File: src/rtl/gpu_pkg.sv
// Shared definitions for the GPU line-drawing path.
//   - Default coordinate/colour widths and visible screen size.
//   - err_bits(): width of the signed Bresenham error term for given
//     coordinate widths. The extra bits leave headroom for 2*err.
//   - line_state_t: line rasteriser FSM states.
package gpu_pkg;

    localparam int DEF_WIDTH_BITS   = 10;
    localparam int DEF_HEIGHT_BITS  = 9;
    localparam int DEF_CHANNEL_BITS = 8;
    localparam int DEF_SCREEN_W     = 640;
    localparam int DEF_SCREEN_H     = 480;

    function automatic int err_bits(input int w, input int h);
        return ((w > h) ? w : h) + 3;
    endfunction

    localparam int ERR_BITS = err_bits(DEF_WIDTH_BITS, DEF_HEIGHT_BITS);

    typedef enum logic [2:0] {
        IDLE,
        SETUP,
        DRAW,
        DONE,
        WAIT_LOW
    } line_state_t;

endpackage

File: src/rtl/gpu_line_drawer_if.sv
// Pixel write port from the line drawer toward the frame-buffer write port.
//   master (drawer): drives pixel_valid_o and pixel_x/y/r/g/b_o, and samples pixel_ready_i.
//   slave (frame buffer): samples the pixel and drives pixel_ready_i.
// A pixel transfers on any cycle where valid and ready are both high.
interface gpu_line_drawer_if
    import gpu_pkg::*;
#(
    parameter int WIDTH_BITS   = DEF_WIDTH_BITS,
    parameter int HEIGHT_BITS  = DEF_HEIGHT_BITS,
    parameter int CHANNEL_BITS = DEF_CHANNEL_BITS
);
    logic                    pixel_valid_o;
    logic                    pixel_ready_i;
    logic [WIDTH_BITS-1:0]   pixel_x_o;
    logic [HEIGHT_BITS-1:0]  pixel_y_o;
    logic [CHANNEL_BITS-1:0] pixel_r_o;
    logic [CHANNEL_BITS-1:0] pixel_g_o;
    logic [CHANNEL_BITS-1:0] pixel_b_o;

    modport master (
        output pixel_valid_o, pixel_x_o, pixel_y_o, pixel_r_o, pixel_g_o, pixel_b_o,
        input  pixel_ready_i
    );

    modport slave (
        input  pixel_valid_o, pixel_x_o, pixel_y_o, pixel_r_o, pixel_g_o, pixel_b_o,
        output pixel_ready_i
    );
endinterface

File: src/rtl/gpu_bresenham_step.sv
// One combinational step of integer Bresenham.
//   cur_x_i/cur_y_i : current point
//   end_x_i/end_y_i : line endpoint
//   err_i           : signed error term
//   dx_i            : +|x2-x1|
//   dy_i            : -|y2-y1|
//   sx_neg_i/sy_neg_i : step direction (1 = decrement)
//   next_x_o/next_y_o/next_err_o : state after one step
//   at_end_o        : current point is the endpoint
module gpu_bresenham_step
    import gpu_pkg::*;
#(
    parameter int WIDTH_BITS  = DEF_WIDTH_BITS,
    parameter int HEIGHT_BITS = DEF_HEIGHT_BITS,
    parameter int ERR_W       = ERR_BITS
)(
    input  logic [WIDTH_BITS-1:0]   cur_x_i,
    input  logic [HEIGHT_BITS-1:0]  cur_y_i,
    input  logic [WIDTH_BITS-1:0]   end_x_i,
    input  logic [HEIGHT_BITS-1:0]  end_y_i,
    input  logic signed [ERR_W-1:0] err_i,
    input  logic signed [ERR_W-1:0] dx_i,
    input  logic signed [ERR_W-1:0] dy_i,
    input  logic                    sx_neg_i,
    input  logic                    sy_neg_i,
    output logic [WIDTH_BITS-1:0]   next_x_o,
    output logic [HEIGHT_BITS-1:0]  next_y_o,
    output logic signed [ERR_W-1:0] next_err_o,
    output logic                    at_end_o
);
    logic signed [ERR_W-1:0] e2;
    logic                    step_x;
    logic                    step_y;

    // Both tests use the error value from before this step, so a diagonal
    // move applies both corrections together.
    always_comb begin
        e2         = err_i <<< 1;
        step_x     = (e2 >= dy_i);
        step_y     = (e2 <= dx_i);
        next_err_o = err_i
                   + (step_x ? dy_i : {ERR_W{1'b0}})
                   + (step_y ? dx_i : {ERR_W{1'b0}});
        next_x_o   = cur_x_i;
        next_y_o   = cur_y_i;
        if (step_x) next_x_o = sx_neg_i ? cur_x_i - 1'b1 : cur_x_i + 1'b1;
        if (step_y) next_y_o = sy_neg_i ? cur_y_i - 1'b1 : cur_y_i + 1'b1;
    end

    assign at_end_o = (cur_x_i == end_x_i) && (cur_y_i == end_y_i);

endmodule

File: src/rtl/gpu_line_drawer.sv
// Bresenham line rasteriser that sits after the GPU command decoder.
// On the draw_i level, the module latches the endpoints and colour. It then
// emits every on-screen point of the line, endpoint-inclusive, one pixel per
// accepted handshake on the pix port. It then pulses finished_o and waits
// until draw_i goes low before it accepts a new line.
//   clk, n_rst          : clock, async active-low reset
//   draw_i              : level request from the decoder
//   x1_i/y1_i/x2_i/y2_i : endpoints
//   r_i/g_i/b_i         : line colour
//   pix (master)        : pixel valid/ready write port
//   busy_o              : not IDLE
//   finished_o          : one-cycle completion pulse
module gpu_line_drawer
    import gpu_pkg::*;
#(
    parameter int WIDTH_BITS   = DEF_WIDTH_BITS,
    parameter int HEIGHT_BITS  = DEF_HEIGHT_BITS,
    parameter int CHANNEL_BITS = DEF_CHANNEL_BITS,
    parameter int SCREEN_W     = DEF_SCREEN_W,
    parameter int SCREEN_H     = DEF_SCREEN_H
)(
    input  logic                    clk,
    input  logic                    n_rst,
    input  logic                    draw_i,
    input  logic [WIDTH_BITS-1:0]   x1_i,
    input  logic [HEIGHT_BITS-1:0]  y1_i,
    input  logic [WIDTH_BITS-1:0]   x2_i,
    input  logic [HEIGHT_BITS-1:0]  y2_i,
    input  logic [CHANNEL_BITS-1:0] r_i,
    input  logic [CHANNEL_BITS-1:0] g_i,
    input  logic [CHANNEL_BITS-1:0] b_i,
    gpu_line_drawer_if.master       pix,
    output logic                    busy_o,
    output logic                    finished_o
);
    localparam int ERR_W = err_bits(WIDTH_BITS, HEIGHT_BITS);
    // Screen limits are one bit wider than the coordinates, so the limit itself fits.
    localparam logic [WIDTH_BITS:0]  SCR_W = SCREEN_W[WIDTH_BITS:0];
    localparam logic [HEIGHT_BITS:0] SCR_H = SCREEN_H[HEIGHT_BITS:0];

    line_state_t state_q, state_d;

    logic [WIDTH_BITS-1:0]   x1_q, x2_q;
    logic [HEIGHT_BITS-1:0]  y1_q, y2_q;
    logic signed [ERR_W-1:0] dx_q, dy_q, err_q;
    logic                    sx_neg_q, sy_neg_q;

    // The pixel output registers also hold the current walk position. The
    // point on the port is always the point being evaluated.
    logic                    pv_q;
    logic [WIDTH_BITS-1:0]   px_q;
    logic [HEIGHT_BITS-1:0]  py_q;
    logic [CHANNEL_BITS-1:0] pr_q, pg_q, pb_q;

    logic [WIDTH_BITS-1:0]   dx_mag, nxt_x;
    logic [HEIGHT_BITS-1:0]  dy_mag, nxt_y;
    logic signed [ERR_W-1:0] dx_c, dy_c, nxt_err;
    logic                    at_end, advance, first_on, next_on;

    assign dx_mag   = (x1_q < x2_q) ? x2_q - x1_q : x1_q - x2_q;
    assign dy_mag   = (y1_q < y2_q) ? y2_q - y1_q : y1_q - y2_q;
    assign dx_c     = $signed({{(ERR_W-WIDTH_BITS){1'b0}}, dx_mag});
    assign dy_c     = -$signed({{(ERR_W-HEIGHT_BITS){1'b0}}, dy_mag});
    assign first_on = ({1'b0, x1_q} < SCR_W) && ({1'b0, y1_q} < SCR_H);
    assign next_on  = ({1'b0, nxt_x} < SCR_W) && ({1'b0, nxt_y} < SCR_H);

    // A step is taken when the presented pixel is accepted. A clipped point,
    // which has no valid, also takes a step.
    assign advance  = (state_q == DRAW) && (!pv_q || pix.pixel_ready_i);

    gpu_bresenham_step #(
        .WIDTH_BITS  (WIDTH_BITS),
        .HEIGHT_BITS (HEIGHT_BITS),
        .ERR_W       (ERR_W)
    ) u_step (
        .cur_x_i    (px_q),
        .cur_y_i    (py_q),
        .end_x_i    (x2_q),
        .end_y_i    (y2_q),
        .err_i      (err_q),
        .dx_i       (dx_q),
        .dy_i       (dy_q),
        .sx_neg_i   (sx_neg_q),
        .sy_neg_i   (sy_neg_q),
        .next_x_o   (nxt_x),
        .next_y_o   (nxt_y),
        .next_err_o (nxt_err),
        .at_end_o   (at_end)
    );

    always_ff @(posedge clk or negedge n_rst) begin
        if (!n_rst) state_q <= IDLE;
        else        state_q <= state_d;
    end

    always_comb begin
        state_d = state_q;
        case (state_q)
            IDLE:     if (draw_i) state_d = SETUP;
            SETUP:    state_d = DRAW;
            DRAW:     if (advance && at_end) state_d = DONE;
            DONE:     state_d = WAIT_LOW;
            WAIT_LOW: if (!draw_i) state_d = IDLE;
            default:  state_d = IDLE;
        endcase
    end

    always_ff @(posedge clk or negedge n_rst) begin
        if (!n_rst) begin
            x1_q     <= '0;
            y1_q     <= '0;
            x2_q     <= '0;
            y2_q     <= '0;
            dx_q     <= '0;
            dy_q     <= '0;
            err_q    <= '0;
            sx_neg_q <= 1'b0;
            sy_neg_q <= 1'b0;
            pv_q     <= 1'b0;
            px_q     <= '0;
            py_q     <= '0;
            pr_q     <= '0;
            pg_q     <= '0;
            pb_q     <= '0;
        end else begin
            case (state_q)
                IDLE: if (draw_i) begin
                    x1_q <= x1_i;
                    y1_q <= y1_i;
                    x2_q <= x2_i;
                    y2_q <= y2_i;
                    pr_q <= r_i;
                    pg_q <= g_i;
                    pb_q <= b_i;
                end
                SETUP: begin
                    dx_q     <= dx_c;
                    dy_q     <= dy_c;
                    err_q    <= dx_c + dy_c;
                    sx_neg_q <= !(x1_q < x2_q);
                    sy_neg_q <= !(y1_q < y2_q);
                    px_q     <= x1_q;
                    py_q     <= y1_q;
                    pv_q     <= first_on;
                end
                DRAW: if (advance) begin
                    if (at_end) begin
                        pv_q <= 1'b0;
                    end else begin
                        px_q  <= nxt_x;
                        py_q  <= nxt_y;
                        err_q <= nxt_err;
                        pv_q  <= next_on;
                    end
                end
                default: pv_q <= 1'b0;
            endcase
        end
    end

    assign pix.pixel_valid_o = pv_q;
    assign pix.pixel_x_o     = px_q;
    assign pix.pixel_y_o     = py_q;
    assign pix.pixel_r_o     = pr_q;
    assign pix.pixel_g_o     = pg_q;
    assign pix.pixel_b_o     = pb_q;
    assign busy_o            = (state_q != IDLE);
    assign finished_o        = (state_q == DONE);

endmodule

File: src/flat_wrapper.sv
// flat-port wrapper written by rule: the top's interface ports become plain ports
module gpu_line_drawer_flat import gpu_pkg::*;
#(
    parameter int WIDTH_BITS   = DEF_WIDTH_BITS,
    parameter int HEIGHT_BITS  = DEF_HEIGHT_BITS,
    parameter int CHANNEL_BITS = DEF_CHANNEL_BITS,
    parameter int SCREEN_W     = DEF_SCREEN_W,
    parameter int SCREEN_H     = DEF_SCREEN_H
)
  (clk, n_rst, draw_i, x1_i, y1_i, x2_i, y2_i, r_i, g_i, b_i, busy_o, finished_o, pix_pixel_valid_o, pix_pixel_x_o, pix_pixel_y_o, pix_pixel_r_o, pix_pixel_g_o, pix_pixel_b_o, pix_pixel_ready_i);
  gpu_line_drawer_if #(.WIDTH_BITS(WIDTH_BITS), .HEIGHT_BITS(HEIGHT_BITS), .CHANNEL_BITS(CHANNEL_BITS)) pix_i ();
  input  logic clk;
  input  logic n_rst;
  input  logic draw_i;
  input  logic [WIDTH_BITS-1:0] x1_i;
  input  logic [HEIGHT_BITS-1:0] y1_i;
  input  logic [WIDTH_BITS-1:0] x2_i;
  input  logic [HEIGHT_BITS-1:0] y2_i;
  input  logic [CHANNEL_BITS-1:0] r_i;
  input  logic [CHANNEL_BITS-1:0] g_i;
  input  logic [CHANNEL_BITS-1:0] b_i;
  output logic busy_o;
  output logic finished_o;
  output wire logic [$bits(pix_i.pixel_valid_o)-1:0] pix_pixel_valid_o;
  output wire logic [$bits(pix_i.pixel_x_o)-1:0] pix_pixel_x_o;
  output wire logic [$bits(pix_i.pixel_y_o)-1:0] pix_pixel_y_o;
  output wire logic [$bits(pix_i.pixel_r_o)-1:0] pix_pixel_r_o;
  output wire logic [$bits(pix_i.pixel_g_o)-1:0] pix_pixel_g_o;
  output wire logic [$bits(pix_i.pixel_b_o)-1:0] pix_pixel_b_o;
  input wire logic [$bits(pix_i.pixel_ready_i)-1:0] pix_pixel_ready_i;
  assign pix_pixel_valid_o = pix_i.pixel_valid_o;
  assign pix_pixel_x_o = pix_i.pixel_x_o;
  assign pix_pixel_y_o = pix_i.pixel_y_o;
  assign pix_pixel_r_o = pix_i.pixel_r_o;
  assign pix_pixel_g_o = pix_i.pixel_g_o;
  assign pix_pixel_b_o = pix_i.pixel_b_o;
  assign pix_i.pixel_ready_i = pix_pixel_ready_i;
  gpu_line_drawer #(.WIDTH_BITS(WIDTH_BITS), .HEIGHT_BITS(HEIGHT_BITS), .CHANNEL_BITS(CHANNEL_BITS), .SCREEN_W(SCREEN_W), .SCREEN_H(SCREEN_H)) u_core (.clk(clk), .n_rst(n_rst), .draw_i(draw_i), .x1_i(x1_i), .y1_i(y1_i), .x2_i(x2_i), .y2_i(y2_i), .r_i(r_i), .g_i(g_i), .b_i(b_i), .pix(pix_i), .busy_o(busy_o), .finished_o(finished_o));
endmodule
File: config.mk
export PLATFORM = sky130hd
export DESIGN_NAME = gpu_line_drawer_flat
export DESIGN_NICKNAME = d
export VERILOG_FILES = /design/src/rtl/gpu_pkg.sv /design/src/rtl/gpu_line_drawer_if.sv /design/src/rtl/gpu_bresenham_step.sv /design/src/rtl/gpu_line_drawer.sv /design/src/flat_wrapper.sv
export SDC_FILE = /design/constraint.sdc
export NUM_CORES = 1
export LEC_CHECK = 0
export CAP_MARGIN = 40
export CORE_MARGIN = 2
export CORE_UTILIZATION = 40
export CTS_CLUSTER_DIAMETER = 50
export DETAILED_ROUTE_END_ITERATION = 16
export PLACE_DENSITY = 0.65
export SYNTH_ARGS = -nofsm -noshare
export SYNTH_HDL_FRONTEND = slang
export SYNTH_SLANG_ARGS = --single-unit
File: constraint.sdc
create_clock -name clk -period 8.77 [get_ports clk]
set_clock_uncertainty 0.05 [all_clocks]
set_input_delay 1.754 -clock clk [delete_from_list [all_inputs] [get_ports clk]]
set_output_delay 1.754 -clock clk [all_outputs]
set_load 0.02 [all_outputs]
==> run_1/cell_classes.png <==
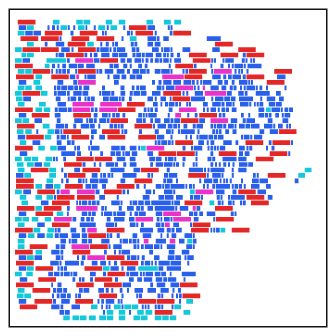
- clock drivers and dummy loads: magenta (cells 31)
- flops: red (cells 122)
- all other logic: blue (cells 874)
- other buffers and delay cells: cyan (cells 120)
design area: 11500 um^2
# rows: 55

==> run_1/metal_stack.png <==
Only two layers are drawn.
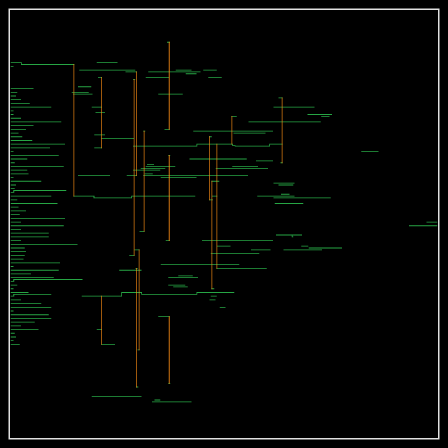
- met4: orange (wire length 541 um)
- met3: green (wire length 1450 um)
WL/cell: 17.8 um
drt total wl: 25.9 mm
Vias: 7871
Total GRT Usage: 21.7%

==> run_1/clock_map.png <==
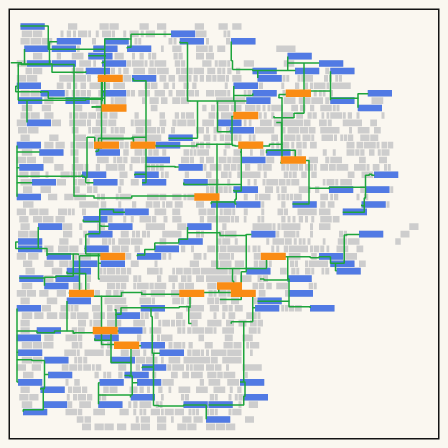
- cells driving clock nets: orange (count 17)
- flip-flops: blue (count 122)
- clock wires: green (length 2010 um)
- flops lie: all over the die
Latency at later pin: 0.43 ns

==> results.yml, run 1 <==
# flow metrics
logic_synthesis:
  synth_xor_xnor_area_share_pct: 7.16
  synthTopLogicFamily: "AND-OR/OR-AND gates"
  ys_seq_share_pct: 32.6
  syn_area_um2: 9360
  synthFlopType: "dfrtp_1"
  synth_area_leader_cell: "dfrtp_1"
  yosys_warnings: 0
  area_leaders: "dfrtp_1, ha_1, xnor2_1"
  adder_share_pct: 16.4
  ys_cells: 1033
sta:
  whs_ns: 0.454
  layout_setup_ws_ns: 3.26
  final_hold_viol_count: 0
  tns_ns: 0
floorplan:
  die_area_um2: 24700
  core_um2: 22800
  fp_util_pct: 41.1
layout:
  reg.largest.list: "u_core.dy_q x13, u_core.err_q x12"
  sh_comb_area_pct: 50.0
  largest_cell_class: "multi-input combinational cells"
  nNonClkBuffers: 120
  layout_top_cells: "dfrtp_1, inv_1, clkdlybuf4s50_1"
  finalCoreUtilization_pct: 50.3
  layout-drive-gt1-share_pct: 8.81
  largest_register_ffs: 13
route:
  met1Wirelength_mm: 11.9
  wl_met2_mm: 12.0
global_routing:
  grt_pass1_vias: 8041
  antenna_found_initial: 0
  grt_pass1_wl_mm: 41.7
placed_design:
  dp.cells: 1429
setup_path:
  crit_fanout: 16
  crit_family: "AND-OR/OR-AND gates"
  cp-end-kind: "flip-flop"
clock_tree:
  cts_hold_buf: 0
  clk_pin_slew_worst_paths_ns: 0.06
  cts.sinks: 122
run:
  warnings: 43
run_status:
  status: "finished, final reports clean"
==> run 2, diff against run 1 <==
Clock period 8.77 ns to 5.78 ns, I/O delays scaled along.
==> run 2 against run 1 <==
- via count fell by 1.0%
- die area stayed put
- critical endpoint unchanged
- clock-buffer cell count down 1
- core utilization fell by 0.63 points
- sequential share of layout area is 0.34 points higher
- final cell count is the same
==> results.yml, run 2 <==
# flow metrics
run_status:
  status: "finished, final reports clean"
logic_synthesis:
  ys_seq_share_pct: 32.6
  synth_area_leader_cell: "dfrtp_1"
  area_leaders: "dfrtp_1, ha_1, xnor2_1"
  synth_cell_types: 73
  ys_cells: 1033
  syn_area_um2: 9360
  yosys_warnings: 0
  synthFlopType: "dfrtp_1"
  synthTopLogicFamily: "AND-OR/OR-AND gates"
  synth_xor_xnor_area_share_pct: 7.16
  adder_share_pct: 16.4
  common_cells: "dfrtp_1, inv_1, nand2_1"
layout:
  nNonClkBuffers: 120
  layout-drive-gt1-share_pct: 8.98
  nNetsFinal: 1313
  seq_cells: 122
  largest_register_ffs: 13
  layout_top_cells: "dfrtp_1, inv_1, clkdlybuf4s50_1"
  largest_cell_class: "multi-input combinational cells"
  clk_share_pct: 4.82
  reg.largest.list: "u_core.dy_q x13, u_core.err_q x12"
  sh_comb_area_pct: 50.7
  sh_seq_area_pct: 27.0
run:
  warnings: 43
placed_design:
  dp.cells: 1429
  dpl.hpwl_mm: 19.8
  portBuffers: 111
setup_path:
  crit_family: "AND-OR/OR-AND gates"
  cp-end-kind: "flip-flop"
  path_common_cell: "xnor2_1"
floorplan:
  die_h_um: 157
  die_w_um: 157
  num_rows: 55
  fp_util_pct: 41.1
  die_area_um2: 24700
global_routing:
  grt_pass1_wl_mm: 41.6
  grt_pass1_vias: 8042
  grt_use_total_pct: 21.6
  antenna_found_initial: 0
clock_tree:
  clk_pin_slew_worst_paths_ns: 0.06
  clk_latency_ns: 0.42
  cts.sinks: 122
  cts_hold_buf: 0
sta:
  whs_ns: 0.454
  layout_setup_ws_ns: 0.528
  post-route-min-period_ns: 5.25
  final_hold_viol_count: 0
  tns_ns: 0
  tightest_slew_ns: 0.872
hold_path:
  hp-class: "flip-flop to flip-flop"
route:
  routed_wl_mm: 25.5
  wl_per_cell_um: 17.5
  met1Wirelength_mm: 11.6
  wl_met2_mm: 12.1
  vias: 7790
==> run_2/pins.png <==
Pins as bars across the die edge, other pins in gray.
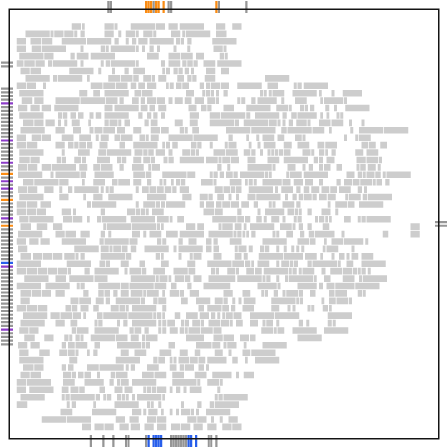
- x2_i: orange (pins 10; direction input; edge 7 north, 3 west)
- y2_i: blue (pins 9; direction input; edge 8 south, 1 west)
- pix_pixel_b_o: purple (pins 8; direction output; edge west)
- all pins by edge: 72 west, 24 south, 14 north, 2 east

==> run_2/cell_classes.png <==
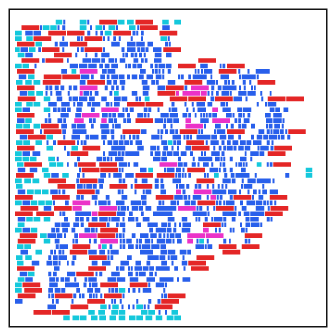
- other buffers and delay cells: cyan (cells 120)
- clock drivers and dummy loads: magenta (cells 31)
- all other logic: blue (cells 874)
- flops: red (cells 122)
utilization after layout: 49.7%
total core area: 22800 um^2

==> run 3, diff against run 2 <==
Settings changed: DONT_BUFFER_PORTS from default to 1, GPL_ROUTABILITY_DRIVEN from default to 0, PLACE_DENSITY 0.65 to 0.59.
==> run 3 against run 2 <==
- final cell count shrank 7.6%
- core utilization shrank 4.7 points
- sequential cell count unchanged
- via count shrank 6.8%
- non-clock buffer count decreased by 112
- cell area shrank 9.4%
- maximum frequency down 1.4%
- critical path depth did not move
- synthesized cell count unchanged
- register-to-register slack worse by 0.07 ns
==> results.yml, run 3 <==
# flow metrics
logic_synthesis:
  common_cells: "dfrtp_1, inv_1, nand2_1"
  edf_count: 0
  synth_xor_xnor_area_share_pct: 7.16
  area_leaders: "dfrtp_1, ha_1, xnor2_1"
  adder_share_pct: 16.4
  ys_cells: 1033
  synthFlopType: "dfrtp_1"
  synth_cell_types: 73
  synthTopLogicFamily: "AND-OR/OR-AND gates"
  synth_area_leader_cell: "dfrtp_1"
  yosys-stat-area_um2: 9360
  syn_area_um2: 9360
  ys_seq_share_pct: 32.6
  synth-simple-area-share_pct: 12.4
  postSynthCellCount: 1033
  yosys_warnings: 0
layout:
  sh_comb_area_pct: 55.9
  clk_share_pct: 5.64
  sh_seq_area_pct: 29.8
  finalCoreUtilization_pct: 45.0
  nNonClkBuffers: 8
  n_all_inverters: 111
  seq_cells: 122
  n_clock_buffer: 19
  seqCellArea_um2: 3050
  largest_cell_class: "multi-input combinational cells"
  layout_top_cells: "dfrtp_1, inv_1, nand2_1"
  largest_register_ffs: 13
  fin_area_um2: 10200
  num-multi-input-gates: 763
  layout-drive-gt1-share_pct: 9.56
  nNetsFinal: 1201
  reg.largest.list: "u_core.dy_q x13, u_core.err_q x12"
run:
  warnings: 45
sta:
  final_hold_viol_count: 0
  fmax_mhz: 188
  tightest_slew_ns: 0.748
  tns_ns: 0
  layout_setup_ws_ns: 0.455
  whs_ns: 0.372
  post-route-min-period_ns: 5.32
route:
  wl_met2_mm: 11.1
  vias: 7262
  drtAntennaViolNets: 0
  wl_per_cell_um: 18.0
  met1Wirelength_mm: 11.3
  routed_wl_mm: 24.3
  viasPerCell: 5.38
floorplan:
  die_w_um: 157
  num_rows: 55
  fp_util_pct: 41.1
  core_um2: 22800
  die_h_um: 157
  die_area_um2: 24700
global_routing:
  grt_pass1_vias: 7187
  grt_pass1_wl_mm: 38.4
  grt_use_total_pct: 20.1
  grt_max_degree: 123
  antenna_found_initial: 0
clock_tree:
  cts.sinks: 122
  cts_hold_buf: 0
  cts.htree.levels: 4
  clk_latency_ns: 0.43
  clk_pin_slew_worst_paths_ns: 0.06
placed_design:
  dpl.hpwl_mm: 18.6
  portBuffers: 0
  dp.cells: 1317
run_status:
  status: "finished, final reports clean"
hold_path:
  hp-class: "input pin to async pin"
setup_path:
  crit_type: "flip-flop to flip-flop"
  slowest_stage: "nor3b_4"
  crit_family: "AND-OR/OR-AND gates"
  path_common_cell: "xnor2_1"
  cp-end-kind: "flip-flop"
  worstSetupStartpointType: "flip-flop"
==> run_3/clock_map.png <==
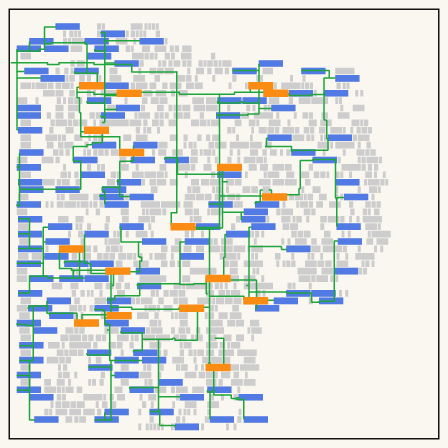
- cells driving clock nets: orange (count 17)
- flip-flops: blue (count 122)
- clock wires: green (length 1900 um)
- routed clock nets: 18

==> run_3/metal_stack.png <==
Only two layers are drawn.
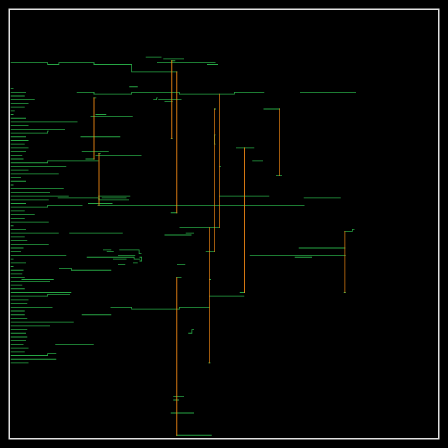
- met4: orange (wire length 430 um)
- met3: green (wire length 1440 um)

